`src/rtl/blf_frac_gen.sv`:
```
// blf_frac_gen -- backscatter-link-frequency generator with a fractional divisor.
//
// Builds a fixed-point half-period divisor Dq = {div_int, div_frac} from the
// measured TRcal and the divide ratio. It then produces a BLF square wave by
// chaining intervals of div_int or div_int+1 clocks. A fraction accumulator
// picks the interval lengths so that 2^FRAC_W consecutive intervals sum to
// exactly 2^FRAC_W*Dq clocks. It also produces a free-running low-frequency
// tick. Everything runs on clk_1_92m; there are no derived clocks.
//
// Ports:
//   clk_1_92m   system clock, all state on the rising edge
//   rst_n       asynchronous active-low reset
//   trcal       measured TRcal in clocks
//   dr          divide ratio select: 0 = 8, 1 = 64/3
//   blc_update  one-cycle pulse, latch a new divisor from trcal/dr
//   div_en      run request (level)
//   lf_en       low-frequency tick enable (level)
//   blf         BLF square wave
//   half_tick   one-cycle strobe per BLF half period (blf toggles with it)
//   busy        generator running
//   div_int     divisor integer part (half period in clocks)
//   div_frac    divisor fractional part
//   range_err   last update was clamped to 1.0 or saturated
//   tpri_10     10*Tpri in clocks, truncated
//   lf_tick     one-cycle strobe every LF_DIV clocks
//   lf_clk      square wave with period LF_DIV clocks
//
// Timing: busy rises on the edge after div_en is seen while idle. With
// interval length L, half_tick then appears L clocks after busy rose, and
// every interval length after that.
module blf_frac_gen #(
  parameter int unsigned TRCAL_W = 10,
  parameter int unsigned M_W     = 6,
  parameter int unsigned FRAC_W  = 3,
  parameter int unsigned LF_DIV  = 32
) (
  input  logic               clk_1_92m,
  input  logic               rst_n,
  input  logic [TRCAL_W-1:0] trcal,
  input  logic               dr,
  input  logic               blc_update,
  input  logic               div_en,
  input  logic               lf_en,
  output logic               blf,
  output logic               half_tick,
  output logic               busy,
  output logic [M_W-1:0]     div_int,
  output logic [FRAC_W-1:0]  div_frac,
  output logic               range_err,
  output logic [M_W+4:0]     tpri_10,
  output logic               lf_tick,
  output logic               lf_clk
);

  // Divisor width in Q(M_W.FRAC_W).
  localparam int unsigned D_W   = M_W + FRAC_W;
  // Quotient arithmetic width. It holds 3*trcal*2^FRAC_W + 64 and the
  // saturation limit 2^D_W.
  localparam int unsigned P_RAW = TRCAL_W + FRAC_W + 3;
  localparam int unsigned P_W   = (P_RAW > D_W + 1) ? P_RAW : D_W + 1;
  // An interval is div_int plus one carry clock.
  localparam int unsigned L_W   = M_W + 1;
  localparam int unsigned T_W   = M_W + 5;
  localparam int unsigned LFC_W = (LF_DIV > 2) ? $clog2(LF_DIV) : 1;

  localparam logic [P_W-1:0] ONE_Q   = P_W'(1) << FRAC_W;
  localparam logic [P_W-1:0] SAT_LIM = P_W'(1) << D_W;

  // Generator states. Bit 0 doubles as the registered busy output.
  localparam logic [1:0] ST_IDLE  = 2'b00;
  localparam logic [1:0] ST_RUN   = 2'b01;
  localparam logic [1:0] ST_DRAIN = 2'b11;

  // ---------------------------------------------------------------------
  // Divisor computation (combinational, latched on blc_update)
  // ---------------------------------------------------------------------
  logic [P_W-1:0]     trcal_x;
  logic [P_W-1:0]     num_dr0;
  logic [P_W-1:0]     num_dr1;
  logic [P_W-1:0]     quo;
  logic [D_W-1:0]     dq_new;
  logic               err_new;
  logic [D_W+4:0]     tpri_prod;
  logic [T_W-1:0]     tpri_new;

  always_comb begin
    trcal_x = P_W'(trcal) << FRAC_W;
    // dr=0: Dq = (trcal*2^F + 8) >> 4, i.e. TRcal/16 rounded to Q.F
    num_dr0 = trcal_x + P_W'(8);
    // dr=1: Dq = (3*trcal*2^F + 64) >> 7, i.e. 3*TRcal/128 rounded
    num_dr1 = trcal_x + (trcal_x << 1) + P_W'(64);
    quo     = dr ? (num_dr1 >> 7) : (num_dr0 >> 4);
  end

  always_comb begin
    dq_new  = '0;
    err_new = 1'b0;
    if (quo < ONE_Q) begin
      dq_new  = D_W'(ONE_Q);
      err_new = 1'b1;
    end else if (quo >= SAT_LIM) begin
      dq_new  = '1;
      err_new = 1'b1;
    end else begin
      dq_new  = D_W'(quo);
    end
  end

  // 10*Tpri = 20 half periods; the fractional bits are truncated.
  always_comb begin
    tpri_prod = (D_W+5)'(dq_new) * (D_W+5)'(20);
    tpri_new  = T_W'(tpri_prod >> FRAC_W);
  end

  always_ff @(posedge clk_1_92m or negedge rst_n) begin
    if (!rst_n) begin
      div_int   <= M_W'(8);
      div_frac  <= '0;
      range_err <= 1'b0;
      tpri_10   <= T_W'(160);
    end else if (blc_update) begin
      {div_int, div_frac} <= dq_new;
      range_err           <= err_new;
      tpri_10             <= tpri_new;
    end
  end

  // ---------------------------------------------------------------------
  // BLF generator
  // ---------------------------------------------------------------------
  logic [1:0]        state;
  logic [L_W-1:0]    cnt;       // clocks left in the current interval
  logic [FRAC_W-1:0] facc;
  logic [FRAC_W:0]   facc_sum;
  logic [L_W-1:0]    ivl_len;

  // Interval start: add div_frac into the accumulator. The carry out
  // stretches this interval by one clock. facc is zero while idle, so a
  // start from idle uses facc=0 with no extra logic.
  always_comb begin
    facc_sum = {1'b0, facc} + {1'b0, div_frac};
    ivl_len  = L_W'(div_int) + L_W'(facc_sum[FRAC_W]);
  end

  assign busy = state[0];

  // Interval starts happen on the edge that enters RUN and on every
  // half_tick edge. They sample div_int/div_frac as registered. A
  // blc_update on that same edge therefore affects only the next interval.
  always_ff @(posedge clk_1_92m or negedge rst_n) begin
    if (!rst_n) begin
      state     <= ST_IDLE;
      cnt       <= '0;
      facc      <= '0;
      blf       <= 1'b0;
      half_tick <= 1'b0;
    end else begin
      case (state)
        ST_IDLE: begin
          half_tick <= 1'b0;
          blf       <= 1'b0;
          if (div_en) begin
            state <= ST_RUN;
            cnt   <= ivl_len;
            facc  <= facc_sum[FRAC_W-1:0];
          end
        end
        ST_RUN: begin
          if (cnt == L_W'(1)) begin
            half_tick <= 1'b1;
            blf       <= ~blf;
            // Stop only on the 1->0 edge of blf, so a stopped BLF always
            // ends low. If div_en returns before then, running continues.
            if (blf && !div_en) begin
              state <= ST_DRAIN;
              cnt   <= '0;
            end else begin
              cnt  <= ivl_len;
              facc <= facc_sum[FRAC_W-1:0];
            end
          end else begin
            half_tick <= 1'b0;
            cnt       <= cnt - L_W'(1);
          end
        end
        ST_DRAIN: begin
          // busy stays high for the cycle holding the final half_tick.
          state     <= ST_IDLE;
          half_tick <= 1'b0;
          blf       <= 1'b0;
          cnt       <= '0;
          facc      <= '0;
        end
        default: begin
          state     <= ST_IDLE;
          half_tick <= 1'b0;
          blf       <= 1'b0;
          cnt       <= '0;
          facc      <= '0;
        end
      endcase
    end
  end

  // ---------------------------------------------------------------------
  // Low-frequency tick
  // ---------------------------------------------------------------------
  logic [LFC_W-1:0] lf_cnt;

  always_ff @(posedge clk_1_92m or negedge rst_n) begin
    if (!rst_n) begin
      lf_cnt  <= '0;
      lf_clk  <= 1'b0;
      lf_tick <= 1'b0;
    end else if (!lf_en) begin
      lf_cnt  <= '0;
      lf_clk  <= 1'b0;
      lf_tick <= 1'b0;
    end else begin
      lf_tick <= (lf_cnt == '0);
      if (lf_cnt == '0) begin
        lf_clk <= 1'b1;
      end else if (lf_cnt == LFC_W'(LF_DIV / 2)) begin
        lf_clk <= 1'b0;
      end
      lf_cnt <= (lf_cnt == LFC_W'(LF_DIV - 1)) ? '0 : lf_cnt + LFC_W'(1);
    end
  end

endmodule

```
`config.mk`:
```
export PLATFORM = sky130hd
export DESIGN_NAME = blf_frac_gen
export DESIGN_NICKNAME = d
export VERILOG_FILES = /design/src/rtl/blf_frac_gen.sv
export SDC_FILE = /design/constraint.sdc
export NUM_CORES = 1
export LEC_CHECK = 0
export ABC_AREA = 1
export CORE_MARGIN = 4
export CORE_UTILIZATION = 46
export CTS_BUF_LIST = sky130_fd_sc_hd__clkbuf_8
export DETAILED_ROUTE_END_ITERATION = 16
export PLACE_DENSITY = 0.68
export SETUP_SLACK_MARGIN = 0.3
export SLEW_MARGIN = 15
export SYNTH_ARGS = -nofsm -noshare
export SYNTH_HDL_FRONTEND = slang
export SYNTH_SLANG_ARGS = --single-unit
```
`constraint.sdc`:
```
create_clock -name clk_1_92m -period 2.6 [get_ports clk_1_92m]
set_input_delay 0.26 -clock clk_1_92m [delete_from_list [all_inputs] [get_ports clk_1_92m]]
set_output_delay 0.26 -clock clk_1_92m [all_outputs]
set_load 0.05 [all_outputs]
```
==> flow_summary.ini, run 1 <==
; generated from flow reports
[floorplanning]
ios = 42
chipWidth_um = 93.1
num_rows = 30
core_area_um2 = 6910
die_h_um = 93.1
fp_util = 0.483
die_area_um2 = 8670

[synth]
yosys-top-cells-count = nand2_1, inv_1, ha_1, nor2_1, dfrtp_1
syn_area_per_cell_um2 = 7.31
synth.cellmix.compoundShare = 0.105
yosys.cell_count.top_type = nand2_1
synth_nets = 515
syn_area_um2 = 3330
synth_flops = 41
top_area_cell = dfrtp_1
yosys_area_um2 = 3330
async_flop_share = 1.00
ys_sh_xor = 0.0394
synth.distinct_cells = 41
yosys_most_used_dff = dfrtp_1
synth-simple-area-share = 0.289
adder_share = 0.166
area_leaders = dfrtp_1, ha_1, nand2_1
ys_cells = 456
synth-edff-count = 0
mux_area_frac = 0
ys_seq_frac = 0.309
yosys_warnings = 0
syn_inst = 456

[global_route]
antenna_found_initial = 0
grt_usage = 0.194
grt_max_degree = 42
grt_pass1_vias = 3182
grt_pass1_wl_um = 13700
grt-ovfl-total = 0

[routing]
drtIter0Drc = 64
ant_nets = 0
viasPerCell = 4.91
wl_per_cell_um = 12.6
num_vias = 3256
drc = 0

[placed_design]
dp_hpwl_um = 6350
place.gp.congestion = 0.873
dp_cells = 646
pre_cts_ws_ns = -1.54
io_buffer_count = 41
placed_cell_area_um2 = 4490

[critical_path]
crit_top_cell = nand2_2
timing.critical_path.to = tpri_10[6]
arrival_ns = 3.40
cp_max_fo = 4
cp.required_ns = 2.78
cp-start-kind = input port
regToRegEndpoint = cnt[4]
r2r.worst_path.cells = 11
cpMaxStageDelayCell = fa_2
cpPeakStageDelay_ns = 0.35
critPathCaptureType = register
startpoint = trcal[3]
r2r-start = div_frac[2]
rrSetupSlack_ns = 0.49
path_class = input port to register

[cts]
cts_buffers = 5
postCtsHoldBufs = 0
cts_max_level = 2
clockBufferDepth = 2
tritoncts = yes
ctsResizeCount = 62
postCtsSetupBuffers = 6
path_clk_slew_ns = 0.08
root_buffer = clkbuf_8

[finish]
num-fill-cells = 562
top_regs = tpri_10: 10 flops, cnt: 7 flops, div_int: 6 flops
regMostFlops = tpri_10
area_growth_pct = 47.7
fin_nets = 625
layout.cells.most_common = nand2_1
largest_reg_flops = 10
final_cells = 663
antenna_cells = 0
drive_gt1_frac = 0.333
layout_top_cells = nand2_1, buf_4, inv_1

[pwr]
comb_power_share = 0.568
switching_power_uw = 1470
powerComb_uw = 1960
power-top-group = combinational logic
internal_power_uw = 1980
p_leak_uw = 0.00248
share_seq_of_total_power = 0.280
switching_share = 0.425
total_power_uw = 3450
power.density_nw_per_um2 = 700

[timing]
whs_ns = 0.0834
fin_crit_sh = 1.24
slew_headroom = 0.406
fmax_ghz = 0.311
rsz0062_at_grt = yes
totalNegativeSetupSlack_ns = -3.24
hold_violations = 0
setup_viol = 8
worst_slew_pin_slew_ns = 0.890
drv_slew = 0
setup_slack_ns = -0.615

[worst_hold_path]
min_path_type = input port to async pin

[run_status]
status = finished, violations left
violations = negative setup slack

[job]
log.warning_count = 34
[run 1: layout make-up]
class	instances	area (um^2)	share of cell area
repair buffers	110	920	0.187
flip-flops and latches	41	1030	0.209
clock inverters	2	33.8	0.00686
multi-input cells	338	2460	0.499
well taps	96	120	0.0244
clock buffers	6	82.6	0.0168
inverters	70	278	0.0564
[run 1: critical path: cells and delay by family]
kind	cells	cell delay, ns
simple gates	12	0.82
xor+xnor	1	0.14
compound gates	3	0.22
buf+inv	8	0.69
fa+ha+maj	5	1.23
[run 1: per-layer routing]
metal | track usage | part of all wire
met1 | 0.220 | 0.42
met2 | 0.374 | 0.54
met3 | 0.0233 | 0.024
met4 | 0.0598 | 0.017
met5 | 0 | 0
Run 1, layout detail:
Window x 55 to 85, y 8 to 38 um. Cells in grey, sequential cells in the stronger grey; small squares are vias.
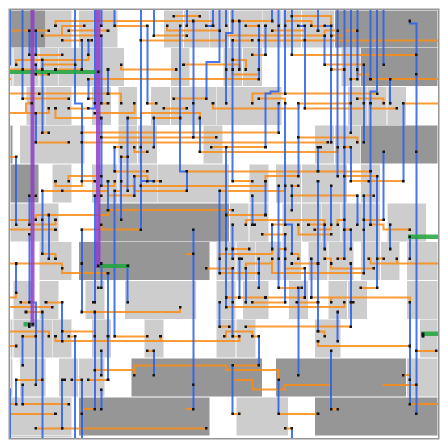
Green is M3. Orange is M1. Purple is M4. Blue is M2.
Most frequent: inv_1 (18), nand2_1 (16), nor2_1 (15). 92 logic cells have their middle in the window. Sequential cells in the window: 9. Netlist names of flops here include cnt (4), state (2).

Run 1, sequential cells coloured by netlist name:
Scale bar: 20 um.
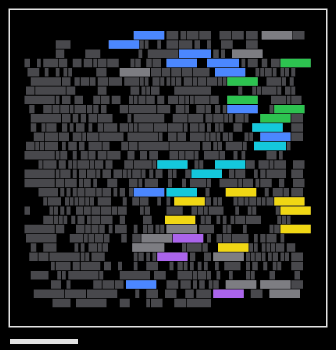
Blue is tpri_10, flops 10. Green is lf_cnt, flops 5. Cyan is div_int, flops 6. Yellow is cnt, flops 7. Purple is facc, flops 3.
Another 10 sequential cells are not coloured.
Seq/total area: 0.209
Seq power: 965 uW
Register Area: 1030 um^2
Final Core Density: 0.713

Run 1, routed clock nets over the placement:
Scale bar: 20 um.
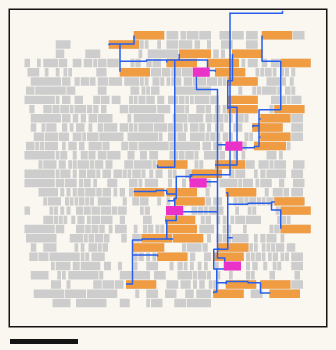
Orange is flip-flops, count 41. Blue is clock wires, length 529 um. Magenta is clock-net drivers, count 5.
There are 6 routed clock nets.
clk latency late pin: 0.29 ns
Worst Skew: 0.00416 ns
Clock group: 525 uW
Clk pwr share: 0.152

Run 1, sizing map:
Scale bar: 20 um.
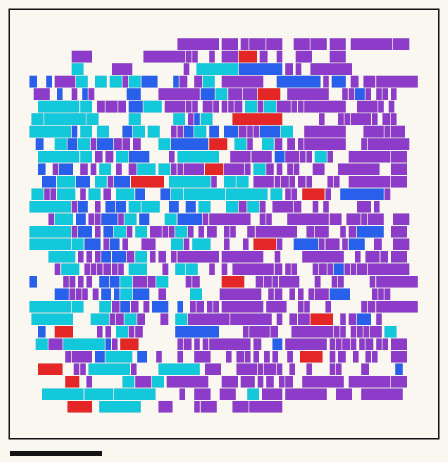
Cyan is x3 and x4, cells 101, most used buf_4. Purple is x1 and smaller, cells 378, most used nand2_1. Blue is x2, cells 72, most used nand2_2. Red is x6 and larger, cells 16, most used clkbuf_8.
post-route cell area: 4920 um^2
Non-CTS buffers: 110

Run 1, clock routing:
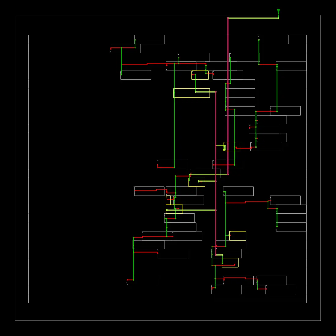

==> run 2, diff against run 1 <==
Settings changed: TNS_END_PERCENT set to 5.
Run 2, clock routing:
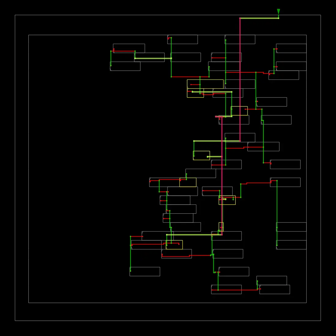
clock sink count: 41
total CTS buffers: 5
clk latency late pin: 0.30 ns
sequential cell count: 41
clock buf count: 6

Run 2, sizing map:
Scale bar: 20 um.
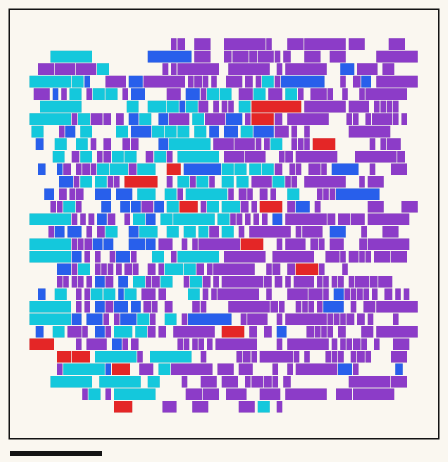
Area Overhead vs Synth: 47.7%
final worst setup slack: -0.691 ns
post-route cell area: 4920 um^2
Non-CTS buffers: 118

Run 2, layout detail:
Window x 55 to 85, y 8 to 38 um. Cells in grey, sequential cells in the stronger grey; small squares are vias.
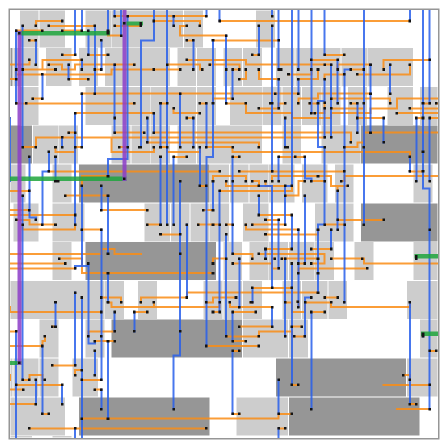
Blue is M2. Orange is M1. Green is M3. Purple is M4.
Most frequent: inv_1 (19), nand2_1 (16), nor2_1 (14). 91 logic cells have their middle in the window. Sequential cells in the window: 8. Netlist names of flops here include cnt (3), state (2).

==> run 2 against run 1 <==
Against the previous run:
- clock-buffer cell count unchanged
- largest cell class unchanged
- clock power about the same
- first-iteration DRC count up 67%
- via count up 2.5%
- flip-flop count unchanged
- core utilization about the same
- synthesized cell count unchanged
- clock skew up 0.0065 ns
- the flow still finishes with violations (negative setup slack)
==> flow_summary.ini, run 2 <==
; generated from flow reports
[timing]
skew_ns = 0.0106
worst_slew_pin_slew_ns = 0.875
rsz0062_at_grt = yes
fmax_ghz = 0.304
fin_crit_sh = 1.27
drv_slew = 0
hold_violations = 0
setup_slack_ns = -0.691
totalNegativeSetupSlack_ns = -4.16
setup_viol = 8

[routing]
wl_per_cell_um = 12.8
wl_met2_um = 4570
viasPerCell = 4.97
highest_layer = met4
drtIter0Drc = 107
num_vias = 3336
dr_wl_met3_um = 251
m1WireLength_um = 3590

[pwr]
total_power_uw = 3470
power.density_nw_per_um2 = 704
p_leak_uw = 0.00249

[finish]
regMostFlops = tpri_10
final_cells = 671
drive_gt1_frac = 0.327
fin_nets = 633
antenna_cells = 0
largest_reg_flops = 10
final-clk-cell-share = 0.0236
layout.cells.most_common = nand2_1
comb_share = 0.488
postLayoutCoreUtil = 0.713
regArea_um2 = 1030
num-fill-cells = 581
logic_gates = 338
dominant-cell-class = logic gates

[placed_design]
placed_cell_area_um2 = 4480
place.gp.congestion = 0.880
io_buffer_count = 41
pre_cts_ws_ns = -1.56
dp_hpwl_um = 6450
dp_cells = 648

[critical_path]
path_class = input port to register
critPathTopFamily = adder cells
critPathCaptureType = register
cpPeakStageDelay_ns = 0.29
cp.required_ns = 2.83
crit_top_cell = nand2_1
rrSetupSlack_ns = 0.48
cp-start-kind = input port
r2r.worst_path.cells = 11
regToRegEndpoint = cnt[4]
cpMaxStageDelayCell = ha_1
cp.buffers_inverters = 7

[run_status]
status = finished, violations left
violations = negative setup slack

[synth]
area_leaders = dfrtp_1, ha_1, nand2_1
syn_inst = 456
ys_sh_xor = 0.0394
yosys_most_used_dff = dfrtp_1
syn_area_per_cell_um2 = 7.31
yosys-top-cells-count = nand2_1, inv_1, ha_1, nor2_1, dfrtp_1
top_area_cell = dfrtp_1
logic_family = simple AND/OR/NAND/NOR gates
ys_cells = 456
synth-edff-count = 0
synth_flops = 41
synth-simple-area-share = 0.289
ys_seq_frac = 0.309
yosys_area_um2 = 3330
yosys_warnings = 0
adder_share = 0.166
synth.distinct_cells = 41
async_flop_share = 1.00
syn_area_um2 = 3330
synth.cellmix.compoundShare = 0.105
synth_nets = 515
yosys.cell_count.top_type = nand2_1
mux_area_frac = 0

[floorplanning]
core_area_um2 = 6910
die_area_um2 = 8670
tap_cells = 96
fp_util = 0.483

[cts]
ctsResizeCount = 68
tritoncts = yes
postCtsHoldBufs = 0
cts_max_level = 2
path_clk_slew_ns = 0.08
root_buffer = clkbuf_8
postCtsSetupBuffers = 11

[global_route]
grt.busiest_layer = met2
grt_pass1_wl_um = 14000
grt_pass1_vias = 3231
use_met2 = 0.366
grtUsageMet3 = 0.0282
antenna_found_initial = 0
use_met1 = 0.227

[worst_hold_path]
min_path_type = input port to async pin
==> run 2: cell counts after synthesis <==
No cell type changed its count.
==> run 2: how the worst max path moves through the flow <==
| stage | start | endpoint | slack (ns) | depth (start not counted) |
|---|---|---|---|---|
| 3_5_place_dp | trcal[3] | tpri_10[8] | -1.56 | 30 |
| 4_1_cts | trcal[3] | tpri_10[8] | -0.62 | 30 |
| 2_1_floorplan | trcal[2] | tpri_10[8] | -0.70 | 30 |
| 3_3_place_gp | trcal[3] | tpri_10[8] | -1.45 | 30 |
| 5_1_grt | trcal[3] | tpri_10[8] | -0.90 | 30 |
| 6_report | trcal[9] | tpri_10[8] | -0.69 | 29 |
==> run 2: report_power, final <==
part	internal, uW	switching (uW)	total, uW
Sequential	827	137	964
Combinational	863	1110	1980
Clock	309	218	527
Total	2000	1470	3470
Run 2, routed clock nets over the placement:
Scale bar: 20 um.
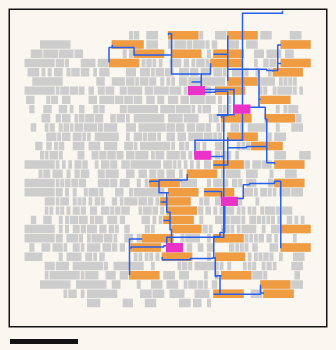

==> run 3, diff against run 2 <==
Settings changed: REMOVE_ABC_BUFFERS set to 1.
Run 3, routed clock nets over the placement:
Scale bar: 20 um.
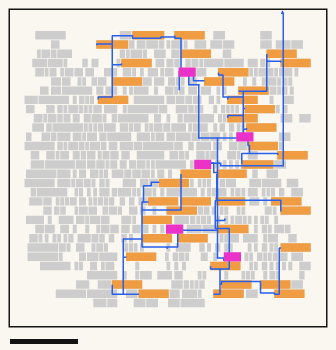
Clock group: 395 uW
Clk pwr share: 0.117

Run 3, sizing map:
Scale bar: 20 um.
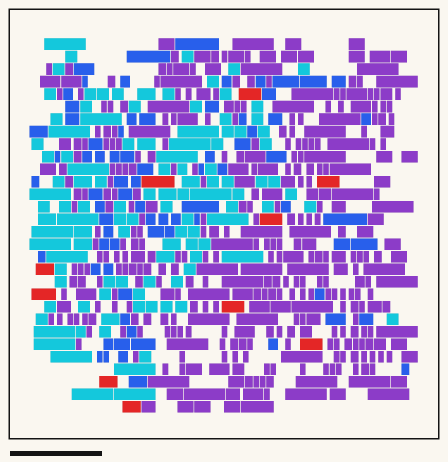
Red is x6 and larger, cells 10, most used clkbuf_8. Blue is x2, cells 75, most used nand2_2. Purple is x1 and smaller, cells 378, most used nand2_1. Cyan is x3 and x4, cells 110, most used buf_4.
Non-CTS buffers: 116
final worst setup slack: -0.607 ns
Area Overhead vs Synth: 47.7%
post-route cell area: 4920 um^2

==> run 3 against run 2 <==
Against the previous run:
- clock-buffer cell count is 1 lower
- via count is 0.75% lower
- critical endpoint is now tpri_10[4]
- global-route usage is 0.43 points higher
- total power is 2.9% lower
- critical path depth is 3 lower
- largest cell class unchanged
- sequential power hardly changed
- routed wire length is 1.4% higher
- die size stayed put
- the flow still finishes with violations (negative setup slack)
==> flow_summary.ini, run 3 <==
; generated from flow reports
[pwr]
power-top-group = combinational logic
share_seq_of_total_power = 0.285
switching_power_uw = 1490
powerComb_uw = 2010
switching_share = 0.443
internal_power_uw = 1870
p_leak_uw = 0.00250
power.density_nw_per_um2 = 683
comb_power_share = 0.597
total_power_uw = 3370
powerSeq_uw = 961

[finish]
seq_share = 0.209
buffer_area_frac = 0.196
dominant-cell-class = logic gates
top_regs = tpri_10: 10 flops, cnt: 7 flops, div_int: 6 flops
final-clk-cell-share = 0.0165
final_cells = 669
fin_nets = 631
ff_count = 41
largest_reg_flops = 10
n_clock_buffer = 5
inv_count = 70
layout.cells.most_common = nand2_1
logic_gates = 338
combGateArea_um2 = 2460
regMostFlops = tpri_10
postLayoutCoreUtil = 0.713
comb_share = 0.499
regArea_um2 = 1030
antenna_cells = 0

[timing]
rsz0062_at_grt = yes
skew_ns = 0.0104
fmax_ghz = 0.312
whs_ns = 0.0828
worst_slew_pin_slew_ns = 0.901
setup_viol = 8
fin_crit_sh = 1.23
drv_slew = 0
setup_slack_ns = -0.607
hold_violations = 0
totalNegativeSetupSlack_ns = -3.98

[global_route]
antenna_found_initial = 0
grt-ovfl-total = 0
grt_max_degree = 42
grt_usage = 0.201
grt_pass1_wl_um = 14400
grt_pass1_vias = 3386

[run_status]
status = finished, violations left
violations = negative setup slack

[critical_path]
path_class = input port to register
cpPeakStageDelay_ns = 0.33
cpMaxStageDelayCell = fa_2
cp_max_fo = 4
cp.required_ns = 2.78
critPathCaptureType = register
critPathTopFamily = adder cells
cp-start-kind = input port
cp.buffers_inverters = 9

[cts]
postCtsHoldBufs = 0
clock_sinks = 41
postCtsSetupBuffers = 8
path_clk_slew_ns = 0.08
clk_latency_ns = 0.30
ctsResizeCount = 98
root_buffer = clkbuf_8
cts_buffers = 5
tritoncts = yes

[synth]
ys_sh_xor = 0.0394
syn_area_per_cell_um2 = 7.31
synth.distinct_cells = 41
synth_flops = 41
synth-edff-count = 0
logic_family = simple AND/OR/NAND/NOR gates
synth-simple-area-share = 0.289
synth.cellmix.compoundShare = 0.105
yosys_most_used_dff = dfrtp_1
syn_inst = 456
yosys.cell_count.top_type = nand2_1
mux_area_frac = 0
ys_cells = 456
yosys-top-cells-count = nand2_1, inv_1, ha_1, nor2_1, dfrtp_1
async_flop_share = 1.00
top_area_cell = dfrtp_1
area_leaders = dfrtp_1, ha_1, nand2_1
yosys_warnings = 0
syn_area_um2 = 3330
adder_share = 0.166
yosys_area_um2 = 3330
ys_seq_frac = 0.309

[floorplanning]
fp_util = 0.483
die_area_um2 = 8670
ios = 42
core_area_um2 = 6910
die_h_um = 93.1
chipWidth_um = 93.1
tap_cells = 96

[placed_design]
dp_hpwl_um = 6220
placed_cell_area_um2 = 4310
dp_cells = 651
place.gp.congestion = 0.872
io_buffer_count = 41
pre_cts_ws_ns = -1.65

[routing]
drc = 0
viasPerCell = 4.95
ant_nets = 0
highest_layer = met4
wl_per_cell_um = 13.0
dr_wl_met3_um = 271
wl_met2_um = 4670
num_vias = 3311
m1WireLength_um = 3560
drtIter0Drc = 182

[job]
log.warning_count = 32

[worst_hold_path]
min_path_type = input port to async pin
Run 3, layout detail:
Window x 55 to 85, y 8 to 38 um. Cells in grey, sequential cells in the stronger grey; small squares are vias.
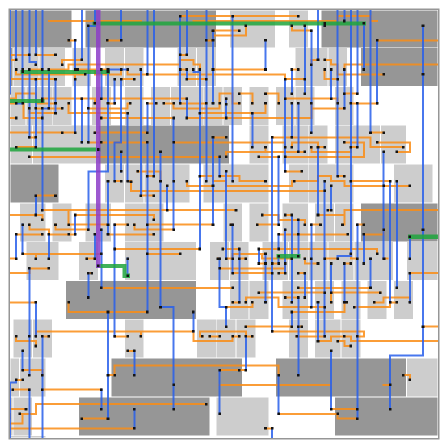

## run 3: cell count changes in the layout (fill, tap and decap cells not counted), moves of 3 or more
cell / delta
nand2_1: -7
nand2_2: +3
nand2_4: +4
o21ai_0: +3
o21ai_1: -4
## run 3: final timing paths
path	from	endpoint	slack (ns)	cells after the start
min in group clk_1_92m	lf_cnt[4]	lf_tick	0.46	1
worst max-delay path	trcal[9]	tpri_10[4]	-0.61	26
worst max register to register	div_frac[1]	cnt[4]	0.51	11
max in group asynchronous	rst_n	tpri_10[6]	1.94	1
worst min register to register	lf_cnt[4]	lf_tick	0.46	1
worst min-delay path	rst_n	blf	0.08	1
## run 3: metal layers
metal,up-vias,global-route usage
met2,71,0.379
met4,0,0.0720
li1,1690,-
met3,18,0.0265
met5,-,0
met1,1532,0.229
Power is estimated from default activity; no workload was simulated.
